### Wires at chosen ports, followed through buffers, run 1

Scale: 1 px per micron.
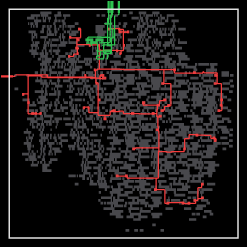
### The metal 1 layer, run 1

Scale: 2 px per micron. Supply wires on this layer in grey.
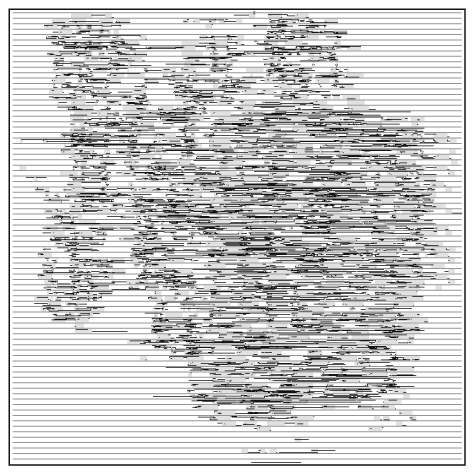
### Cells coloured by class, run 1

Scale: 1.5 px per micron.
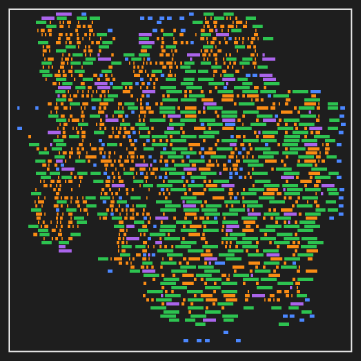
<file path="src/rtl/stopwatch_pkg.sv">
// stopwatch_pkg: shared BCD time types, digit limits and timer state for the lap stopwatch.
package stopwatch_pkg;
  typedef logic [3:0] bcd_t;
  typedef bcd_t [5:0] time_t;
  localparam bcd_t UNIT_MAX = 4'd9;
  localparam bcd_t TENS_MAX = 4'd5;
  localparam int TICK_10MS = 500000;
  typedef enum logic {STOPPED, RUNNING} state_t;
  function automatic bcd_t digit_max(input int i);
    return (i == 3 || i == 5) ? TENS_MAX : UNIT_MAX;
  endfunction
endpackage

</file>
<file path="src/rtl/key_debounce.sv">
// key_debounce: synchronises an active-low key and emits one pulse per accepted press.
module key_debounce #(
  parameter int DEBOUNCE_CYCLES = 500000
) (
  input  logic clk,
  input  logic reset,
  input  logic key_n,
  output logic press
);
  localparam int CW = $clog2(DEBOUNCE_CYCLES + 1);
  localparam logic [CW-1:0] CNT_MAX = CW'(DEBOUNCE_CYCLES);
  logic s1, s2, level;
  logic [CW-1:0] cnt;
  always_ff @(posedge clk) begin
    if (reset) begin
      s1 <= 1'b1;
      s2 <= 1'b1;
      level <= 1'b1;
      cnt <= '0;
      press <= 1'b0;
    end else begin
      s1 <= key_n;
      s2 <= s1;
      press <= 1'b0;
      if (s2 == level) cnt <= '0;
      else if (cnt == CNT_MAX) begin
        level <= s2;
        cnt <= '0;
        press <= !s2;
      end else cnt <= cnt + 1'b1;
    end
  end
endmodule

</file>
<file path="src/rtl/stopwatch_lap.sv">
// stopwatch_lap: 59:59.99 BCD stopwatch with debounced keys, lap buffer, recall and sticky overflow.
module stopwatch_lap
  import stopwatch_pkg::*;
#(
  parameter int TICK_CYCLES = TICK_10MS,
  parameter int DEBOUNCE_CYCLES = 500000,
  parameter int LAP_DEPTH = 8,
  localparam int LAP_AW = $clog2(LAP_DEPTH)
) (
  input  logic              clk,
  input  logic              reset,
  input  logic              key_start_pause_n,
  input  logic              key_lap_n,
  input  logic              key_clear_n,
  output logic [23:0]       disp_bcd,
  output logic              running,
  output logic              recall_mode,
  output logic [LAP_AW-1:0] lap_index,
  output logic [LAP_AW:0]   lap_count,
  output logic              lap_full,
  output logic              overflow
);
  localparam int PW = $clog2(TICK_CYCLES);
  localparam logic [PW-1:0] PRE_MAX = PW'(TICK_CYCLES - 1);
  localparam logic [LAP_AW:0] LAP_MAX = (LAP_AW + 1)'(LAP_DEPTH);
  logic p_sp, p_lap, p_clr, lp, cp, tick, carry, wrap;
  logic [PW-1:0] pre;
  logic [LAP_AW-1:0] wr_ptr;
  logic [LAP_AW:0] idx_inc;
  logic [5:0] at_max;
  state_t state;
  time_t tm, nxt;
  time_t laps [LAP_DEPTH];
  key_debounce #(.DEBOUNCE_CYCLES(DEBOUNCE_CYCLES)) u_sp (.clk, .reset, .key_n(key_start_pause_n), .press(p_sp));
  key_debounce #(.DEBOUNCE_CYCLES(DEBOUNCE_CYCLES)) u_lap (.clk, .reset, .key_n(key_lap_n), .press(p_lap));
  key_debounce #(.DEBOUNCE_CYCLES(DEBOUNCE_CYCLES)) u_clr (.clk, .reset, .key_n(key_clear_n), .press(p_clr));
  assign running = state == RUNNING;
  assign tick = running && pre == PRE_MAX;
  assign lap_full = lap_count == LAP_MAX;
  assign idx_inc = {1'b0, lap_index} + 1'b1;
  assign lp = p_lap && !p_sp;
  assign cp = p_clr && !p_sp && !p_lap;
  always_comb begin
    nxt = tm;
    at_max = '0;
    carry = 1'b1;
    for (int i = 0; i < 6; i++) begin
      at_max[i] = tm[i] == digit_max(i);
      nxt[i] = !carry ? tm[i] : at_max[i] ? '0 : tm[i] + 1'b1;
      carry = carry && at_max[i];
    end
    wrap = carry;
  end
  // tm is only written on tick, clear or reset, so it holds while stopped
  always_ff @(posedge clk) begin
    if (reset) begin
      state <= STOPPED;
      pre <= '0;
      tm <= '0;
      wr_ptr <= '0;
      lap_count <= '0;
      lap_index <= '0;
      recall_mode <= 1'b0;
      overflow <= 1'b0;
      disp_bcd <= '0;
      for (int i = 0; i < LAP_DEPTH; i++) laps[i] <= '0;
    end else begin
      if (running) pre <= tick ? '0 : pre + 1'b1;
      if (tick) begin
        tm <= nxt;
        overflow <= overflow | wrap;
      end
      if (p_sp) begin
        state <= running ? STOPPED : RUNNING;
        recall_mode <= 1'b0;
      end else if (lp && running && !lap_full) begin
        laps[wr_ptr] <= tm;
        wr_ptr <= wr_ptr + 1'b1;
        lap_count <= lap_count + 1'b1;
      end else if (lp && !running && lap_count != '0) begin
        recall_mode <= 1'b1;
        lap_index <= (!recall_mode || idx_inc == lap_count) ? '0 : idx_inc[LAP_AW-1:0];
      end else if (cp && !running) begin
        tm <= '0;
        pre <= '0;
        wr_ptr <= '0;
        lap_count <= '0;
        lap_index <= '0;
        overflow <= 1'b0;
        recall_mode <= 1'b0;
      end
      disp_bcd <= recall_mode ? laps[lap_index] : tm;
    end
  end
endmodule
</file>
<file path="config.mk">
export PLATFORM = sky130hd
export DESIGN_NAME = stopwatch_lap
export DESIGN_NICKNAME = d
export VERILOG_FILES = /design/src/rtl/stopwatch_pkg.sv /design/src/rtl/key_debounce.sv /design/src/rtl/stopwatch_lap.sv
export SDC_FILE = /design/constraint.sdc
export NUM_CORES = 1
export LEC_CHECK = 0
export CAP_MARGIN = 20
export CELL_PAD_IN_SITES_DETAIL_PLACEMENT = 1
export CELL_PAD_IN_SITES_GLOBAL_PLACEMENT = 1
export CORE_UTILIZATION = 30
export DETAILED_ROUTE_END_ITERATION = 6
export GPL_ROUTABILITY_DRIVEN = 0
export HOLD_SLACK_MARGIN = 0.15
export MAX_ROUTING_LAYER = met4
export PLACE_DENSITY = 0.64
export SYNTH_ARGS = -nofsm -noshare
export SYNTH_HDL_FRONTEND = slang
export SYNTH_SLANG_ARGS = --single-unit
</file>
<file path="constraint.sdc">
create_clock -name clk -period 2.5 [get_ports clk]
set_clock_uncertainty 0.1 [all_clocks]
set_input_delay 0.5 -clock clk [delete_from_list [all_inputs] [get_ports clk]]
set_output_delay 0.5 -clock clk [all_outputs]
set_load 0.03 [all_outputs]
</file>
==> impl_metrics.toml, run 1 <==
# physical design summary
[setup_path]
critical_path_buf_inv_count = 3
timing.setup.critical_path_class = "register to output port"
cp.required_ns = 1.90
timing.critical_path.cells = "inv_1, ha_1, nand3b_1, inv_1, dlygate4sd2_1"
cp_common_cell = "sky130_fd_sc_hd__inv_1"
critical_path_arrival_ns = 1.74
crit_path_top_delay_cell = "sky130_fd_sc_hd__dlygate4sd2_1"
slowest_delay_ns = 0.40
crit_cells = 5
cp_max_fo = 3
critPathLaunchType = "register"

[clock_network]
tritoncts_num_sinks = 344
clock_tree_from_tritoncts = "yes"
clk_pin_slew_ns = 0.06
post-cts-setup-buffer-count = 0
htree_levels = 2
cts_max_path_buffers = 3
clock_buffers_created_by_tritoncts = 40
clock_latency_ns = 0.56

[logic_synthesis]
flop_cell = "sky130_fd_sc_hd__edfxtp_1"
yosys.area_share.simple_pct = 21.1
yosysCellCount = 1274
ys_ff = 344
syn_area_sq_um = 15200
adder_share_pct = 0.905
xor_share_pct = 4.78
yosysSeqAreaShare_pct = 57.9
synth.cells.most_frequent = "192 x sky130_fd_sc_hd__edfxtp_1, 156 x sky130_fd_sc_hd__nor2_1, 152 x sky130_fd_sc_hd__dfxtp_1, 146 x sky130_fd_sc_hd__and2_1, 60 x sky130_fd_sc_hd__clkbuf_1"
yosys_warnings = 0
yosys-mux-area-fraction_pct = 9.28
netlist.top_cell.by_area = "sky130_fd_sc_hd__edfxtp_1"
ys_chip_area_sq_um = 15200
syn-instance-count = 1274
post-synth-top-count-cell = "sky130_fd_sc_hd__edfxtp_1"
synth-edff-count = 192
syn_area_per_cell_sq_um = 11.9

[outcome]
outcome = "finished, final reports clean"

[final_timing]
worst_pin_slew_ns = 0.739
final_period_minus_worst_setup_slack_ns = 2.34
worst_slew_margin_pct = 50.7
timing.setup.tns_ns = 0
finalHoldViolCount = 0
setup_viol = 0
max_freq_ghz = 0.428
post-route-worst-setup-slack_ns = 0.164

[placed_design]
dpl.hpwl_mm = 26.0
setup_slack_after_placement_ns = 0.0721
io_buffer_count = 39

[route]
wire_per_inst_microns = 18.7
routed-wl-met2_mm = 18.0
firstDrtPassIters = 4
met3WireLength_mm = 1.63
route.antenna.remaining_nets = 0
viasPerCell = 4.84

[pwr]
report.power.total_uw = 12100
power_density_nw_per_um2 = 675
ir_drop_mv = 0.404

[hold_path]
instance_count_along_the_most_critical_hold_path = 1
hp-class = "register to register"

[finish]
layout_top_registers = "laps x192, disp_bcd x24, tm x24"
layout_top_cell_excl_fill_tap = "sky130_fd_sc_hd__edfxtp_1"
synthToLayoutAreaGrowth_pct = 18.3
layout.area.seq_sq_um = 8820
top_register = "laps"
largest_register_ffs = 192
final_cell_mix = "192 x sky130_fd_sc_hd__edfxtp_1, 156 x sky130_fd_sc_hd__nor2_1, 146 x sky130_fd_sc_hd__and2_1, 146 x sky130_fd_sc_hd__dfxtp_1, 67 x sky130_fd_sc_hd__buf_4"
layout-drive-gt1-share_pct = 15.8
multiInputGateArea_sq_um = 6010

[die]
die_y_microns = 227
floorplan.die.width_microns = 227
core_region_area_sq_um = 50100
floorplan.io_pins = 40
initCoreUtil_pct = 30.4
die_area_sq_um = 51600

[flow_run]
warning_count = 30

[grt]
largest_net_degree_at_the_start_of_global_routing = 33
global_route_wire_length_before_repair_mm = 59.9
globalRoute.totalOverflow = 0
initial_antenna_violation_count = 0
Notes on 'Wires at chosen ports, followed through buffers' above:
colour	port	direction	edge	end cells	buffers	wire
green	lap_count	output	top	4	8	314 microns
red	reset	input	left	61	3	1140 microns

Notes on 'The metal 1 layer' above:
share of all routed wire	46%
longest straight run	81.4 microns
main direction	horizontal
routed vias: 9914
final wirelength: 38.2 mm
routing usage on met1: 20.3%

Notes on 'Cells coloured by class' above:
colour	class	cells
orange	all other logic	849
green	flops	344
purple	clock drivers and dummy loads	74
blue	other buffers and delay cells	109

==> run 1: layer usage <==
layer,track usage [%],vias up
met3,3.14,56
met5,-,-
met4,4.31,0
met2,24.8,156
met1,20.3,5004
li1,-,4698
==> run 1: worst paths after layout <==
check | endpoint | from | slack, ns
worst max-delay path | lap_full | lap_count[1] | 0.16
worst min-delay path | u_lap.s2 | u_lap.s1 | 0.31
worst max register to register | laps[2][16] | lap_count[0] | 0.23
worst min register to register | u_lap.s2 | u_lap.s1 | 0.31
==> run 1: report_power, final <==
part	switching (uW)	internal (uW)	total, uW
Clock	2340	3460	5810
Combinational	153	76.5	230
Sequential	39.7	6070	6110
Total	2540	9610	12100
==> run 1: worst reg2reg max path, cell delays in order (launching register included) <==
cell,delay [ns]
sky130_fd_sc_hd__dfxtp_2,0.32
sky130_fd_sc_hd__inv_1,0.04
sky130_fd_sc_hd__ha_1,0.20
sky130_fd_sc_hd__nand3b_1,0.13
sky130_fd_sc_hd__nand3_1,0.11
sky130_fd_sc_hd__or3_4,0.46
sky130_fd_sc_hd__nor2_4,0.19
sky130_fd_sc_hd__or2_2,0.37
==> run 1: cell type report <==
cell class / count / share of cell area (%)
Sequential cell: 344 / 49.0
Tap cell: 672 / 4.67
Inverter: 23 / 0.480
Clock buffer: 61 / 6.57
Clock inverter: 13 / 0.653
Multi-Input combinational cell: 826 / 33.4
Timing Repair Buffer: 109 / 5.25
==> run 1: stage by stage <==
step	instances	hold WS, ns	area (sq um)
after floorplan	1274	0.289	15200
after global placement	1973	0.297	16700
after detailed placement	1973	0.299	16700
after CTS	2047	0.315	18000
after global routing	2048	0.322	18000
final	2048	0.311	18000
==> run 1: timing repair <==
item                                    in CTS  in global routing
resized                                      2                  1
cloned                                       0                  1
endpoints found under the setup margin       2                 75
hold buffers                                 0                  0
==> run 2, diff against run 1 <==
CELL_PAD_IN_SITES_DETAIL_PLACEMENT = 2   (was 1)
CELL_PAD_IN_SITES_GLOBAL_PLACEMENT = 2   (was 1)
PLACE_DENSITY = 0.71   (was 0.64)
==> run 2 against run 1 <==
- clock power increased by 2%
- maximum frequency decreased by 3.0%
- clock-buffer cell count is 13 lower
==> impl_metrics.toml, run 2 <==
# physical design summary
[logic_synthesis]
syn_area_per_cell_sq_um = 11.9
post-synth-top-count-cell = "sky130_fd_sc_hd__edfxtp_1"
synth.cells.most_frequent = "192 x sky130_fd_sc_hd__edfxtp_1, 156 x sky130_fd_sc_hd__nor2_1, 152 x sky130_fd_sc_hd__dfxtp_1, 146 x sky130_fd_sc_hd__and2_1, 60 x sky130_fd_sc_hd__clkbuf_1"
netlist.top_cell.by_area = "sky130_fd_sc_hd__edfxtp_1"
ys_chip_area_sq_um = 15200
flop_cell = "sky130_fd_sc_hd__edfxtp_1"
yosys_warnings = 0
yosysCellCount = 1274
synth-edff-count = 192
yosysSeqAreaShare_pct = 57.9
syn_area_sq_um = 15200

[finish]
clock_tree_area_fraction_pct = 7.26
final_area_sq_um = 18000
buffer_area_share_pct = 5.30
layout-drive-gt1-share_pct = 16.0
sequential_cell_total = 344
nNonClkInverters = 23
final_cell_mix = "192 x sky130_fd_sc_hd__edfxtp_1, 156 x sky130_fd_sc_hd__nor2_1, 146 x sky130_fd_sc_hd__and2_1, 146 x sky130_fd_sc_hd__dfxtp_1, 63 x sky130_fd_sc_hd__buf_4"
layout.non_clock_buffers = 107
synthToLayoutAreaGrowth_pct = 18.6
largest_register_ffs = 192
layout.area.seq_sq_um = 8820
layout_top_cell_excl_fill_tap = "sky130_fd_sc_hd__edfxtp_1"
multiInputGateArea_sq_um = 6030
layout_top_registers = "laps x192, disp_bcd x24, tm x24"
area.share.sequential_pct = 48.9
logic_gate_fraction_of_the_total_cell_area_pct = 33.4
multi_input_comb_cells = 829
clockBufferCount = 48

[grt]
global_route_wire_length_before_repair_mm = 66.8
globalRoute.totalOverflow = 0
use_met1_pct = 20.9
largest_net_degree_at_the_start_of_global_routing = 34
global_route.usage.met3_pct = 2.83
initial_antenna_violation_count = 1
globalRoute.busiestLayer = "met2"
grt_util_met2_pct = 29.5

[die]
std_cell_rows = 82
floorplan.die.width_microns = 227
nWellTaps = 672
die_area_sq_um = 51600
die_y_microns = 227

[placed_design]
place_inst = 1971
placed_standard_cell_area_sq_um = 16700
setup_slack_after_placement_ns = 0.0592

[outcome]
outcome = "finished, final reports clean"

[pwr]
power_density_nw_per_um2 = 681
seq_power_share_pct = 49.7
net_sw_power_uw = 2610
seq_cell_power_uw = 6110
clock_net_power_uw = 5930
top_power_group = "sequential cells"
ir_drop_mv = 0.443
internal_power_uw = 9680
p_comb_share_pct = 2.0
power.share.clock_pct = 48.2
comb_cell_power_uw = 249
report.power.total_uw = 12300
switching_share_pct = 21.2

[route]
route.antenna.remaining_nets = 0
viasPerCell = 4.97
totalWireLength_mm = 43.0
routed_vias = 10200
firstDrtPassIters = 5

[setup_path]
critPathLaunchType = "register"
critical_path_buf_inv_count = 2
timing.critical_path.cells = "inv_1, ha_1, nand3b_1, nand3_1, or3_1, buf_12, nor2_4, or2_2"
timing.setup.critical_path_class = "register to register"
cp.required_ns = 2.60
critical_path_arrival_ns = 2.51
slowest_delay_ns = 0.40

[final_timing]
timing.setup.tns_ns = 0
final_period_minus_worst_setup_slack_ns = 2.41
post-route-worst-setup-slack_ns = 0.0918
timing.hold.ws_ns = 0.310
worst_pin_slew_ns = 0.786
setup_viol = 0
finalHoldViolCount = 0

[clock_network]
tritoncts_num_sinks = 344
cts_max_path_buffers = 3
clk_pin_slew_ns = 0.06
clock_buffers_created_by_tritoncts = 41
clock_tree_from_tritoncts = "yes"
cts_hold_buffers = 0
post-cts-setup-buffer-count = 0
clock_latency_ns = 0.56
htree_levels = 2

[flow_run]
warning_count = 30
run 2: cell counts after synthesis:
No cell type changed its count.
run 2: final timing paths:
| kind | startpoint | to | cells past startpoint | slack, ns |
|---|---|---|---|---|
| setup / recovery | lap_count[1] | laps[2][21] | 8 | 0.09 |
| hold / removal | u_lap.s1 | u_lap.s2 | 1 | 0.31 |
| setup reg to reg | lap_count[1] | laps[2][21] | 8 | 0.09 |
| hold reg to reg | u_lap.s1 | u_lap.s2 | 1 | 0.31 |
run 2: routing by layer:
metal	wire [microns]	vias to the layer above
li1	-	4710
met1	18400	5229
met2	21300	166
met3	1640	90
met4	1610	0
met5	0	-
run 2: worst register-to-register path: stages (launching register included):
cell	delay (ns)
sky130_fd_sc_hd__dfxtp_2	0.33
sky130_fd_sc_hd__inv_1	0.06
sky130_fd_sc_hd__ha_1	0.19
sky130_fd_sc_hd__nand3b_1	0.13
sky130_fd_sc_hd__nand3_1	0.12
sky130_fd_sc_hd__or3_1	0.37
sky130_fd_sc_hd__buf_12	0.19
sky130_fd_sc_hd__nor2_4	0.16
sky130_fd_sc_hd__or2_2	0.40
run 2: repair_timing:
| action | in CTS | in global routing |
|---|---|---|
| endpoints found under the setup margin | 1 | 79 |
| gates resized | 1 | 2 |
| gates cloned | 0 | 4 |
| pin swaps | 0 | 0 |
run 2: logic make-up after synthesis:
family                     after synthesis  synth area share, %
AOI/OAI and AO/OA                       71                 3.23
xor gates and xnor gates                83                 4.78
adders and majority gates               11                0.905
buffers and inverters                  105                 2.79
DFF                                    344                 57.9
and+or+nand+nor                        579                 21.1
muxes                                   81                 9.28
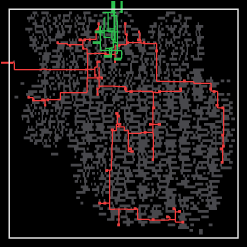
*Wires at chosen ports, followed through buffers, run 2*
Scale: 1 px per micron.
I/O pin count: 40
count of buffers from port buffering: 39

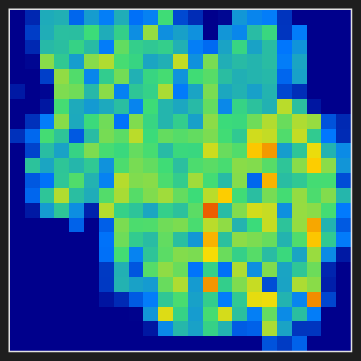
*Placement density heat map, run 2*
Scale: 1.5 px per micron. The die is cut into 23 by 23 equal tiles; dark blue is low, red is high, 0 to 100% covered.
mean over tiles	33%
fullest tile	90%
tiles over 75% full	2.1%
nearly empty tiles	23%
emptiest ninth of the die	lower left
share of the core filled by cells before placement: 30.4%
area of the placeable core: 50100 sq um

==> run 3, diff against run 2 <==
SLEW_MARGIN = 10   (was not set)
==> run 3 against run 2 <==
- clock power barely moved
- critical endpoint unchanged
- maximum frequency unchanged
- largest cell class unchanged
- synthesized cell count stayed put
- clock-buffer cell count unchanged
- sequential power about the same
==> impl_metrics.toml, run 3 <==
# physical design summary
[logic_synthesis]
synth.cells.most_frequent = "192 x sky130_fd_sc_hd__edfxtp_1, 156 x sky130_fd_sc_hd__nor2_1, 152 x sky130_fd_sc_hd__dfxtp_1, 146 x sky130_fd_sc_hd__and2_1, 60 x sky130_fd_sc_hd__clkbuf_1"
ys_chip_area_sq_um = 15200
syn_area_per_cell_sq_um = 11.9
netlist.top_cell.by_area = "sky130_fd_sc_hd__edfxtp_1"
yosys-mux-area-fraction_pct = 9.28
yosys_warnings = 0
syn_area_sq_um = 15200
adder_share_pct = 0.905
synth-edff-count = 192
xor_share_pct = 4.78
yosysSeqAreaShare_pct = 57.9
yosys.area_share.simple_pct = 21.1
yosys.area_share.aoi_pct = 3.23

[final_timing]
final_period_minus_worst_setup_slack_ns = 2.41
setup_viol = 0
worst_pin_slew_ns = 0.786
timing.hold.ws_ns = 0.310
finalHoldViolCount = 0

[clock_network]
tritoncts_num_sinks = 344
clock_tree_from_tritoncts = "yes"
cts_max_path_buffers = 3
clock_buffers_created_by_tritoncts = 41
clock_latency_ns = 0.56

[setup_path]
timing.setup.critical_path_class = "register to register"
cp.required_ns = 2.60
worst_setup_path_endpoint = "laps[2][21]"
critical_path_arrival_ns = 2.51
critPathLaunchType = "register"
worstSetupStartpoint = "lap_count[1]"
reg2reg_depth = 8
reg2reg_from = "lap_count[1]"
timing.critical_path.cells = "inv_1, ha_1, nand3b_1, nand3_1, or3_1, buf_12, nor2_4, or2_2"

[route]
firstDrtPassIters = 5

[die]
die_y_microns = 227
initCoreUtil_pct = 30.4
die_area_sq_um = 51600
floorplan.die.width_microns = 227
floorplan.io_pins = 40
core_region_area_sq_um = 50100

[finish]
layout_top_registers = "laps x192, disp_bcd x24, tm x24"
multiInputGateArea_sq_um = 6030
layout_top_cell_excl_fill_tap = "sky130_fd_sc_hd__edfxtp_1"
synthToLayoutAreaGrowth_pct = 18.6
layout-drive-gt1-share_pct = 16.0
largest_register_ffs = 192

[pwr]
seq_power_share_pct = 49.7
seq_cell_power_uw = 6110
net_sw_power_uw = 2610
internal_power_uw = 9680
power.share.clock_pct = 48.2
top_power_group = "sequential cells"
p_comb_share_pct = 2.0
switching_share_pct = 21.2
comb_cell_power_uw = 249
clock_net_power_uw = 5930

[outcome]
outcome = "finished, final reports clean"

[grt]
initial_antenna_violation_count = 1
largest_net_degree_at_the_start_of_global_routing = 34

[placed_design]
placed_standard_cell_area_sq_um = 16700
place_inst = 1971
io_buffer_count = 39

[flow_run]
warning_count = 30
-- run 3: cell counts in the layout (fill, tap and decap cells not counted) --
No cell type changed its count.
-- run 3: worst max-delay path, delay by kind of cell (launching register included) --
family	cells	cell delay, ns
fa+ha+maj	1	0.19
flops	1	0.33
buf+inv	2	0.25
simple gates	5	1.17
-- run 3: kinds of logic after synthesis --
| group | count (synthesis) |
|---|---|
| compound gates | 71 |
| mux | 81 |
| xor+xnor | 83 |
| fa+ha+maj | 11 |
| flops | 344 |
| buf+inv | 105 |
| simple gates | 579 |
-- run 3: what timing repair did --
item,CTS,global route
hold endpoints to repair,0,0
endpoints found under the setup margin,1,79
gates cloned,0,4
pin swaps,0,0
gates resized,1,2
-- run 3: area by class of cell --
class	count	share of cell area (%)
clock inverter	27	1.43
multi-input combinational	829	33.4
tap	672	4.66
inverter	23	0.478
timing repair buffer	107	5.30
sequential	344	48.9
clock buffer	48	5.83
antenna	1	0.0139
-- run 3: worst min-delay path by stage --
stage               startpoint  endpoint  slack [ns]
floorplan             u_clr.s1  u_clr.s2        0.29
global placement      u_lap.s1  u_lap.s2        0.29
detailed placement     u_sp.s1   u_sp.s2        0.30
CTS                    u_sp.s1   u_sp.s2        0.31
global route          u_lap.s1  u_lap.s2        0.33
finish                u_lap.s1  u_lap.s2        0.31
-- run 3: routing by layer --
| metal | share of wire, % | vias to the layer above | routed length [microns] | global-route usage [%] |
|---|---|---|---|---|
| li1 | - | 4710 | - | - |
| met3 | 3.8 | 90 | 1640 | 2.83 |
| met5 | 0 | - | 0 | - |
| met4 | 3.7 | 0 | 1610 | 7.32 |
| met2 | 50 | 166 | 21300 | 29.5 |
| met1 | 43 | 5229 | 18400 | 20.9 |
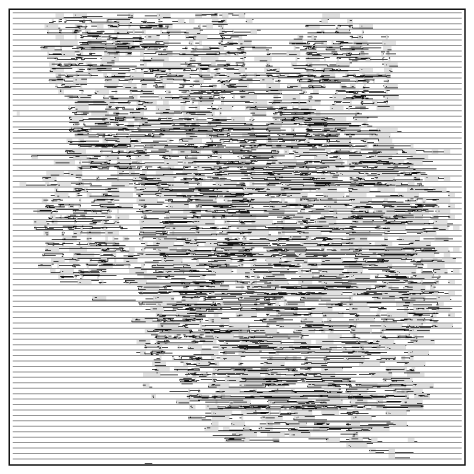
*The metal 1 layer, run 3*
Scale: 2 px per micron. Supply wires on this layer in grey.
nets with wire on the layer	1296
longest straight run	75.9 microns
final wirelength: 43.0 mm
routed vias: 10200
routing usage on met1: 20.9%

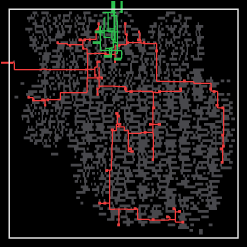
*Wires at chosen ports, followed through buffers, run 3*
Scale: 1 px per micron.

Power and IR drop assume default switching activity.
